**config.mk**
```make
export PLATFORM = sky130hd
export DESIGN_NAME = fpu_exception_responder_flat
export DESIGN_NICKNAME = d
export VERILOG_FILES = /design/src/rtl/fpu_exception_responder_if.sv /design/src/rtl/fpu_exception_responder.sv /design/src/flat_wrapper.sv
export SDC_FILE = /design/constraint.sdc
export NUM_CORES = 1
export LEC_CHECK = 0
export CORE_UTILIZATION = 41
export CTS_CLUSTER_DIAMETER = 200
export DETAILED_ROUTE_END_ITERATION = 10
export HOLD_SLACK_MARGIN = 0.02
export PLACE_DENSITY = 0.93
export SLEW_MARGIN = 20
export SYNTH_ARGS = -nofsm -noshare
export SYNTH_HDL_FRONTEND = slang
export SYNTH_SLANG_ARGS = --single-unit
```
**constraint.sdc**
```tcl
create_clock -name CLK -period 4.12 [get_ports CLK]
set_input_delay 0.618 -clock CLK [delete_from_list [all_inputs] [get_ports CLK]]
set_output_delay 0.618 -clock CLK [all_outputs]
set_load 0.02 [all_outputs]
```
**src/rtl/fpu_exception_responder_if.sv**
```systemverilog
// Handshake and data bundle between the exception detector / datapath and the
// FPU result port. The responder uses the slave view; the producer uses master.
interface fpu_exception_responder_if;
    logic       IN_VALID;
    logic       IN_READY;
    logic [1:0] FP_OPERATION;
    logic [7:0] OP_A;
    logic [7:0] OP_B;
    logic       OP_IS_EXCEPTION;
    logic [2:0] FP_EXCE;
    logic [7:0] NORMAL_RESULT;
    logic       OUT_VALID;
    logic       OUT_READY;
    logic [7:0] RESULT;
    logic [2:0] RESULT_EXCE;
    logic       FLAG_CLR;
    logic [2:0] STICKY_FLAGS;
    logic [2:0] TRAP_EN;
    logic       TRAP_REQ;
    logic [2:0] TRAP_CAUSE;
    logic       TRAP_ACK;

    modport master (
        output IN_VALID, FP_OPERATION, OP_A, OP_B, OP_IS_EXCEPTION, FP_EXCE,
               NORMAL_RESULT, OUT_READY, FLAG_CLR, TRAP_EN, TRAP_ACK,
        input  IN_READY, OUT_VALID, RESULT, RESULT_EXCE, STICKY_FLAGS,
               TRAP_REQ, TRAP_CAUSE
    );

    modport slave (
        input  IN_VALID, FP_OPERATION, OP_A, OP_B, OP_IS_EXCEPTION, FP_EXCE,
               NORMAL_RESULT, OUT_READY, FLAG_CLR, TRAP_EN, TRAP_ACK,
        output IN_READY, OUT_VALID, RESULT, RESULT_EXCE, STICKY_FLAGS,
               TRAP_REQ, TRAP_CAUSE
    );
endinterface

```
**src/rtl/fpu_exception_responder.sv**
```systemverilog
// Registered responder turning detector verdicts into IEEE-style special results,
// sticky status flags and an optional trap request/acknowledge hold.
//
//   state | meaning
//   EMPTY | output register empty
//   FULL  | result presented on RESULT/RESULT_EXCE
//   TRAP  | result held, TRAP_REQ high until TRAP_ACK
module fpu_exception_responder (
    input  logic CLK,
    input  logic RST,
    fpu_exception_responder_if.slave bus
);

    localparam logic [2:0] EXCE_NONE  = 3'd0;
    localparam logic [2:0] EXCE_QNAN  = 3'd1;
    localparam logic [2:0] EXCE_SNAN  = 3'd2;
    localparam logic [2:0] EXCE_INF   = 3'd3;
    localparam logic [2:0] EXCE_ZDIV  = 3'd4;

    localparam logic [2:0] FLAG_INVALID  = 3'b001;
    localparam logic [2:0] FLAG_DIVZERO  = 3'b010;
    localparam logic [2:0] FLAG_NAN_PROP = 3'b100;

    localparam logic [7:0] CANON_QNAN = 8'h7C;
    localparam logic [7:0] QUIET_BIT  = 8'h04;

    typedef enum logic [1:0] {
        ST_EMPTY = 2'd0,
        ST_FULL  = 2'd1,
        ST_TRAP  = 2'd2
    } state_t;

    state_t     state_q, state_d;
    logic [7:0] result_q, result_d;
    logic [2:0] exce_q, exce_d;
    logic [2:0] flags_q, flags_d;
    logic [2:0] cause_q, cause_d;

    logic [7:0] resp_result;
    logic [2:0] resp_exce;
    logic [2:0] resp_raised;
    logic       op_a_is_nan;
    logic       op_a_is_zero;
    logic [7:0] nan_operand;
    logic       in_ready;
    logic       accept;
    logic       trap_hit;

    // The operation code does not influence the response; ZERO_DIV is already
    // only reported for divisions by the detector.
    logic unused_operation;
    assign unused_operation = ^bus.FP_OPERATION;

    assign op_a_is_nan  = (bus.OP_A[6:3] == 4'hF) && (bus.OP_A[2:0] != 3'b000);
    assign op_a_is_zero = (bus.OP_A[6:0] == 7'h00);
    assign nan_operand  = op_a_is_nan ? bus.OP_A : bus.OP_B;

    always_comb begin
        resp_result = bus.NORMAL_RESULT;
        resp_exce   = EXCE_NONE;
        resp_raised = 3'b000;
        if (bus.OP_IS_EXCEPTION) begin
            case (bus.FP_EXCE)
                EXCE_QNAN: begin
                    resp_result = nan_operand;
                    resp_exce   = EXCE_QNAN;
                    resp_raised = FLAG_NAN_PROP;
                end
                EXCE_SNAN: begin
                    resp_result = nan_operand | QUIET_BIT;
                    resp_exce   = EXCE_SNAN;
                    resp_raised = FLAG_INVALID;
                end
                EXCE_INF: begin
                    resp_result = CANON_QNAN;
                    resp_exce   = EXCE_INF;
                    resp_raised = FLAG_INVALID;
                end
                EXCE_ZDIV: begin
                    // 0/0 is an invalid operation, not a divide-by-zero.
                    if (op_a_is_zero) begin
                        resp_result = CANON_QNAN;
                        resp_exce   = EXCE_INF;
                        resp_raised = FLAG_INVALID;
                    end else begin
                        resp_result = {bus.OP_A[7] ^ bus.OP_B[7], 7'h78};
                        resp_exce   = EXCE_ZDIV;
                        resp_raised = FLAG_DIVZERO;
                    end
                end
                default: begin
                    resp_result = CANON_QNAN;
                    resp_exce   = EXCE_INF;
                    resp_raised = FLAG_INVALID;
                end
            endcase
        end
    end

    assign in_ready = (state_q == ST_EMPTY) || ((state_q == ST_FULL) && bus.OUT_READY);
    assign accept   = bus.IN_VALID && in_ready;
    assign trap_hit = (resp_raised & bus.TRAP_EN) != 3'b000;

    always_comb begin
        state_d  = state_q;
        result_d = result_q;
        exce_d   = exce_q;
        cause_d  = cause_q;
        // Clear first, then OR the new bits so a same-cycle raise survives.
        flags_d  = bus.FLAG_CLR ? 3'b000 : flags_q;

        if (accept) begin
            result_d = resp_result;
            exce_d   = resp_exce;
            flags_d  = flags_d | resp_raised;
            if (trap_hit) begin
                state_d = ST_TRAP;
                cause_d = resp_raised;
            end else begin
                state_d = ST_FULL;
            end
        end else begin
            case (state_q)
                ST_FULL:  if (bus.OUT_READY) state_d = ST_EMPTY;
                ST_TRAP:  if (bus.TRAP_ACK)  state_d = ST_FULL;
                default:  state_d = state_q;
            endcase
        end
    end

    always_ff @(posedge CLK or posedge RST) begin
        if (RST) begin
            state_q  <= ST_EMPTY;
            result_q <= 8'h00;
            exce_q   <= EXCE_NONE;
            flags_q  <= 3'b000;
            cause_q  <= 3'b000;
        end else begin
            state_q  <= state_d;
            result_q <= result_d;
            exce_q   <= exce_d;
            flags_q  <= flags_d;
            cause_q  <= cause_d;
        end
    end

    assign bus.IN_READY     = in_ready;
    assign bus.OUT_VALID    = (state_q == ST_FULL);
    assign bus.TRAP_REQ     = (state_q == ST_TRAP);
    assign bus.RESULT       = result_q;
    assign bus.RESULT_EXCE  = exce_q;
    assign bus.STICKY_FLAGS = flags_q;
    assign bus.TRAP_CAUSE   = cause_q;

endmodule

```
**src/flat_wrapper.sv**
```systemverilog
// flat-port wrapper written by rule: the top's interface ports become plain ports
module fpu_exception_responder_flat 
  (CLK, RST, bus_IN_VALID, bus_FP_OPERATION, bus_OP_A, bus_OP_B, bus_OP_IS_EXCEPTION, bus_FP_EXCE, bus_NORMAL_RESULT, bus_OUT_READY, bus_FLAG_CLR, bus_TRAP_EN, bus_TRAP_ACK, bus_IN_READY, bus_OUT_VALID, bus_RESULT, bus_RESULT_EXCE, bus_STICKY_FLAGS, bus_TRAP_REQ, bus_TRAP_CAUSE);
  fpu_exception_responder_if bus_i ();
  input  logic CLK;
  input  logic RST;
  input wire logic [$bits(bus_i.IN_VALID)-1:0] bus_IN_VALID;
  input wire logic [$bits(bus_i.FP_OPERATION)-1:0] bus_FP_OPERATION;
  input wire logic [$bits(bus_i.OP_A)-1:0] bus_OP_A;
  input wire logic [$bits(bus_i.OP_B)-1:0] bus_OP_B;
  input wire logic [$bits(bus_i.OP_IS_EXCEPTION)-1:0] bus_OP_IS_EXCEPTION;
  input wire logic [$bits(bus_i.FP_EXCE)-1:0] bus_FP_EXCE;
  input wire logic [$bits(bus_i.NORMAL_RESULT)-1:0] bus_NORMAL_RESULT;
  input wire logic [$bits(bus_i.OUT_READY)-1:0] bus_OUT_READY;
  input wire logic [$bits(bus_i.FLAG_CLR)-1:0] bus_FLAG_CLR;
  input wire logic [$bits(bus_i.TRAP_EN)-1:0] bus_TRAP_EN;
  input wire logic [$bits(bus_i.TRAP_ACK)-1:0] bus_TRAP_ACK;
  output wire logic [$bits(bus_i.IN_READY)-1:0] bus_IN_READY;
  output wire logic [$bits(bus_i.OUT_VALID)-1:0] bus_OUT_VALID;
  output wire logic [$bits(bus_i.RESULT)-1:0] bus_RESULT;
  output wire logic [$bits(bus_i.RESULT_EXCE)-1:0] bus_RESULT_EXCE;
  output wire logic [$bits(bus_i.STICKY_FLAGS)-1:0] bus_STICKY_FLAGS;
  output wire logic [$bits(bus_i.TRAP_REQ)-1:0] bus_TRAP_REQ;
  output wire logic [$bits(bus_i.TRAP_CAUSE)-1:0] bus_TRAP_CAUSE;
  assign bus_i.IN_VALID = bus_IN_VALID;
  assign bus_i.FP_OPERATION = bus_FP_OPERATION;
  assign bus_i.OP_A = bus_OP_A;
  assign bus_i.OP_B = bus_OP_B;
  assign bus_i.OP_IS_EXCEPTION = bus_OP_IS_EXCEPTION;
  assign bus_i.FP_EXCE = bus_FP_EXCE;
  assign bus_i.NORMAL_RESULT = bus_NORMAL_RESULT;
  assign bus_i.OUT_READY = bus_OUT_READY;
  assign bus_i.FLAG_CLR = bus_FLAG_CLR;
  assign bus_i.TRAP_EN = bus_TRAP_EN;
  assign bus_i.TRAP_ACK = bus_TRAP_ACK;
  assign bus_IN_READY = bus_i.IN_READY;
  assign bus_OUT_VALID = bus_i.OUT_VALID;
  assign bus_RESULT = bus_i.RESULT;
  assign bus_RESULT_EXCE = bus_i.RESULT_EXCE;
  assign bus_STICKY_FLAGS = bus_i.STICKY_FLAGS;
  assign bus_TRAP_REQ = bus_i.TRAP_REQ;
  assign bus_TRAP_CAUSE = bus_i.TRAP_CAUSE;
  fpu_exception_responder u_core (.CLK(CLK), .RST(RST), .bus(bus_i));
endmodule
```
### Routing congestion

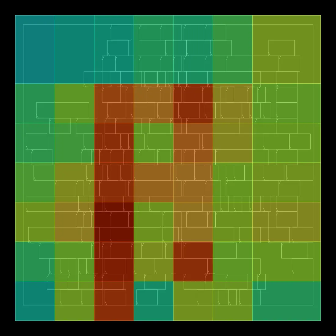
met2 track utilization from global routing: 41.46%
GR Util met1: 22.86%
total routing usage reported by global routing: 21.47%
average detailed-routed wire length per instance: 14.15 um

### Wiring by layer

Bar = 20 um. Only two layers are drawn.
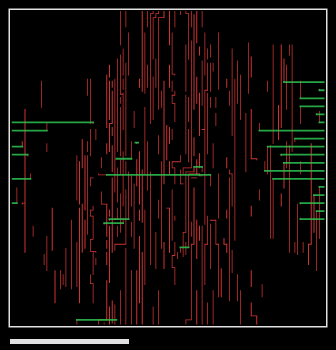
| layer | color | wire length |
|---|---|---|
| M2 | red | 1510 um |
| M3 | green | 149 um |

### Cell classes on the final placement

Bar = 20 um. Fill, decap, tap and diode cells in gray.
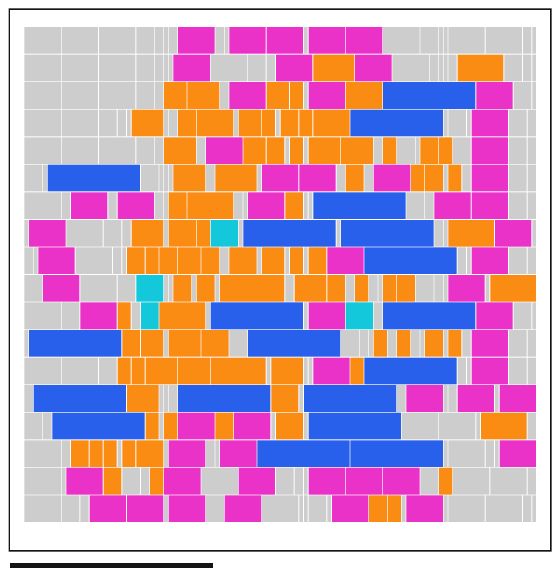
| class | color | cells | share of their area |
|---|---|---|---|
| remaining buffers and delay cells | magenta | 56 | 34% |
| sequential cells | blue | 19 | 29% |
| clock drivers and dummy loads | cyan | 4 | 1.7% |
| remaining logic cells | orange | 89 | 35% |

### Cell density map

The die is cut into 11 by 11 equal tiles; black is low, pale yellow is high, 0 to 100% covered.
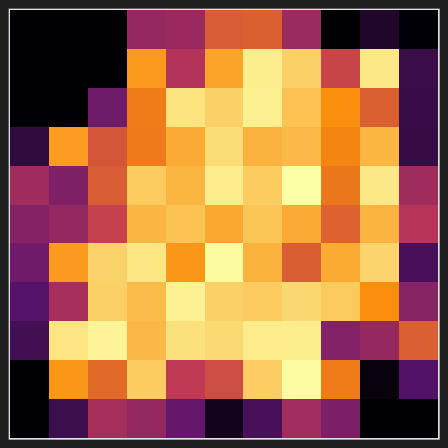
mean over tiles: 58%
emptiest ninth of the die: top left
nearly empty tiles: 12%

==> qor.rpt <==
====================================================================================================
Portion of the clock cycle consumed by the worst path in the final layout                     60.22%
Setup Fix Bufs, Post-CTS                                                                           0
Yosys stat cell total                                                                            112
RR Startpoint                                                                           u_core.state_q[0]$_DFFE_PP0P_
Max-capacitance violation count                                                                    0
Final net count                                                                                  208
Maximum fanout along the worst path                                                                4
Setup TNS                                                                                       0 ps
Post-synth top flop                                                                     sky130_fd_sc_hd__dfrtp_1
Worst setup startpoint                                                                  bus_OUT_READY
Maximum buffer depth of the clock tree                                                             2
Crit-path most repeated cell                                                            sky130_fd_sc_hd__clkdlybuf4s50_1
Number of design rule violations left after detail routing                                         0
Final number of max-transition violations                                                          0
Number of setup violations in the final report                                                     0
Fraction of synthesis flops using an asynchronous set or reset pin                            100.0%
Clock period minus worst slack                                                               2481 ps
Mapped Area                                                                             0.001080 sq mm
Routed WL                                                                                    2801 um
Area added between synthesis and finish                                                       55.50%
Post-synthesis sequential element count                                                           19
GRT Residual Overflow                                                                              0
Overall Power                                                                            0.0007933 W
Vias per cell                                                                                  5.263
Element type at the critical path end                                                   primary output
Critical path data required time                                                             3500 ps
Post-detailed-placement half-perimeter wirelength                                            2254 um
Placer congestion estimate                                                                    0.7825
Post-cts sizing count                                                                              0
Cts bufs inserted                                                                                  3
Antenna Nets Post-Route                                                                            0
Worst reg2reg path depth                                                                           5
Highest metal layer with signal wires                                                           met4
Total cell area reported by yosys after synthesis                                       0.001080 sq mm
Number of hold violations in the final report                                                      0
Data arrival, critical path                                                                  1860 ps
X dimension of the die                                                                      53.32 um
Count of library flops with an enable pin                                                          0
Peak supply drop                                                                            319.2 uV
Transition time at the pin with the least slew margin                                       708.0 ps
Clock-pin slew reported for the worst setup and hold paths after clock tree synthesis         100 ps
Max-slew headroom at the worst pin                                                            52.75%
Power per Cell Area                                                                     472.5 mW/mm^2
DR iter-0 viols                                                                                   26
Tightest hold margin                                                                        486.8 ps
CTS tree                                                                                         yes
Post-synthesis cell type count                                                                    43
RSZ-0062 raised after global routing                                                              no
Most frequent cells in the layout                                                       56 x sky130_fd_sc_hd__clkdlybuf4s50_1, 19 x sky130_fd_sc_hd__dfrtp_1, 15 x sky130_fd_sc_hd__nand2_1
Post-synthesis sequential area ratio                                                          44.03%
Area of the chip                                                                        0.002843 sq mm
Height of the die                                                                           53.32 um
Slowest library cell on the worst path                                                  sky130_fd_sc_hd__clkdlybuf4s50_1
Instance count along the most critical hold path                                                   2
Delay of the slowest critical-path stage                                                      620 ps
Number of nets produced by synthesis                                                             151
Pin count of the biggest net entering global routing                                              21
Number of standard-cell rows in the floorplan                                                     18
Average cell area after synthesis                                                        9.641 sq um
Metal3 WL                                                                                     148 um
Number of antenna violations at the first check in global routing                                  0
Wire length of the first global-routing pass                                                 4312 um
H-Tree Depth                                                                                       1
Critical path, cell by cell                                                             clkdlybuf4s50_1 -> o21a_1 -> clkdlybuf4s50_1
Clock insertion delay at the later pin of the skew report                                     300 ps
Count of clock tree sinks                                                                         19
Clk_skew                                                                                    3.951 ps
Hold path start                                                                         u_core.bus.RESULT_EXCE[1]$_DFFE_PP0P_
Warning total across the stage logs                                                               28
Wire length on met2                                                                          1509 um
Leak Pwr                                                                                   0.7223 nW
Detailed Routing Iterations Pass 1                                                                 4
DRT met1 WL                                                                                  1110 um
Number of buffers inserted by port buffering                                                      56
Instance count of the mapped netlist                                                             112
Cell at the root of the clock tree                                                      sky130_fd_sc_hd__clkbuf_4
Kind of critical path                                                                         in2out
Share of cells above drive strength 1                                                         11.31%
Routed vias                                                                                     1042
Post-cts hold buffer count                                                                         0
Outcome                                                                                 finished clean
Most frequent logic cell in the layout                                                  sky130_fd_sc_hd__clkdlybuf4s50_1
Number of antenna cells inserted                                                                   0
Number of warnings issued by yosys                                                                 0
Total I/O pin count                                                                               59
Core Box Area                                                                           0.002477 sq mm
Worst hold path class                                                                        reg2reg
Core utilization before placement                                                             43.59%
Highest clock frequency the design can meet                                               0.4030 GHz
Via count of the first global-routing pass                                                       992
Sort of element at the start of the critical path                                         input port
====================================================================================================
flip-flops by register name (all words and copies together), names as in the netlist:
signal,flops
u_core.bus.RESULT_EXCE,3
u_core.bus.TRAP_CAUSE,3
u_core.state_q,2
u_core.bus.RESULT,8
u_core.bus.STICKY_FLAGS,3
power breakdown:
part           internal, W  switching [W]  total [W]
sequential        0.000252      0.0000362   0.000288
clock            0.0000362      0.0000570  0.0000932
combinational     0.000202       0.000209   0.000412
total             0.000491       0.000303   0.000793
cells in the mapped netlist (all sizes together), types with 3 or more instances:
cell,count,area share [%]
dfrtp,19,44
o22ai,4,4.6
a22o,4,4.1
inv,10,3.5
o21ai,13,6.4
nor2,3,1.0
a21oi,8,3.7
nand2,15,5.2
critical path, delay by kind of cell:
kind                   cells  cell delay, ps
buffers and inverters      2            1080
AND-OR/OR-AND              1             160
area by class of cell:
type,count,area (sq um)
multi-input combinational,79,540.5
tap,30,37.54
clock inverter,1,5.005
inverter,10,37.54
sequential,19,475.5
clock buffer,3,22.52
timing repair buffer,56,560.5
fill,195,798.3
logic make-up after synthesis:
group | after synthesis | synth area share [%]
compound gates | 39 | 26.65
xor+xnor | 3 | 2.434
buf+inv | 14 | 5.910
flops | 19 | 44.03
mux | 4 | 4.287
simple gates | 33 | 16.69
path summary, 6_finish.rpt:
check / end / slack, ps
max: bus_IN_READY / 1640
min: u_core.bus.RESULT_EXCE[1]$_DFFE_PP0P_ / 490
max reg2reg: u_core.bus.RESULT[7]$_DFFE_PP0P_ / 2530
min reg2reg: u_core.bus.RESULT_EXCE[1]$_DFFE_PP0P_ / 490
max in group asynchronous: u_core.bus.RESULT[6]$_DFFE_PP0P_ / 2950
min in group asynchronous: u_core.bus.STICKY_FLAGS[1]$_DFF_PP0_ / 720
metal layers:
metal / GRT usage (%) / vias up
met5: 0 / -
met4: 6.579 / 0
met2: 41.46 / 37
met1: 22.86 / 490
met3: 4.023 / 4
li1: - / 511
through the flow:
| stage | std cells | area, sq um | utilization [%] | setup WS (ps) |
|---|---|---|---|---|
| 6_report | 198 | 1679 | 67.78 | 1639 |
| 5_1_grt | 198 | 1679 | 67.78 | 1606 |
| 4_1_cts | 198 | 1679 | 67.78 | 1634 |
| 3_5_place_dp | 194 | 1652 | 66.67 | 1437 |
| 3_3_place_gp | 194 | 1652 | 66.67 | 1466 |
| 2_1_floorplan | 112 | 1080 | - | 2190 |
Power figures rest on the tool's default switching activity, not on a simulated workload.
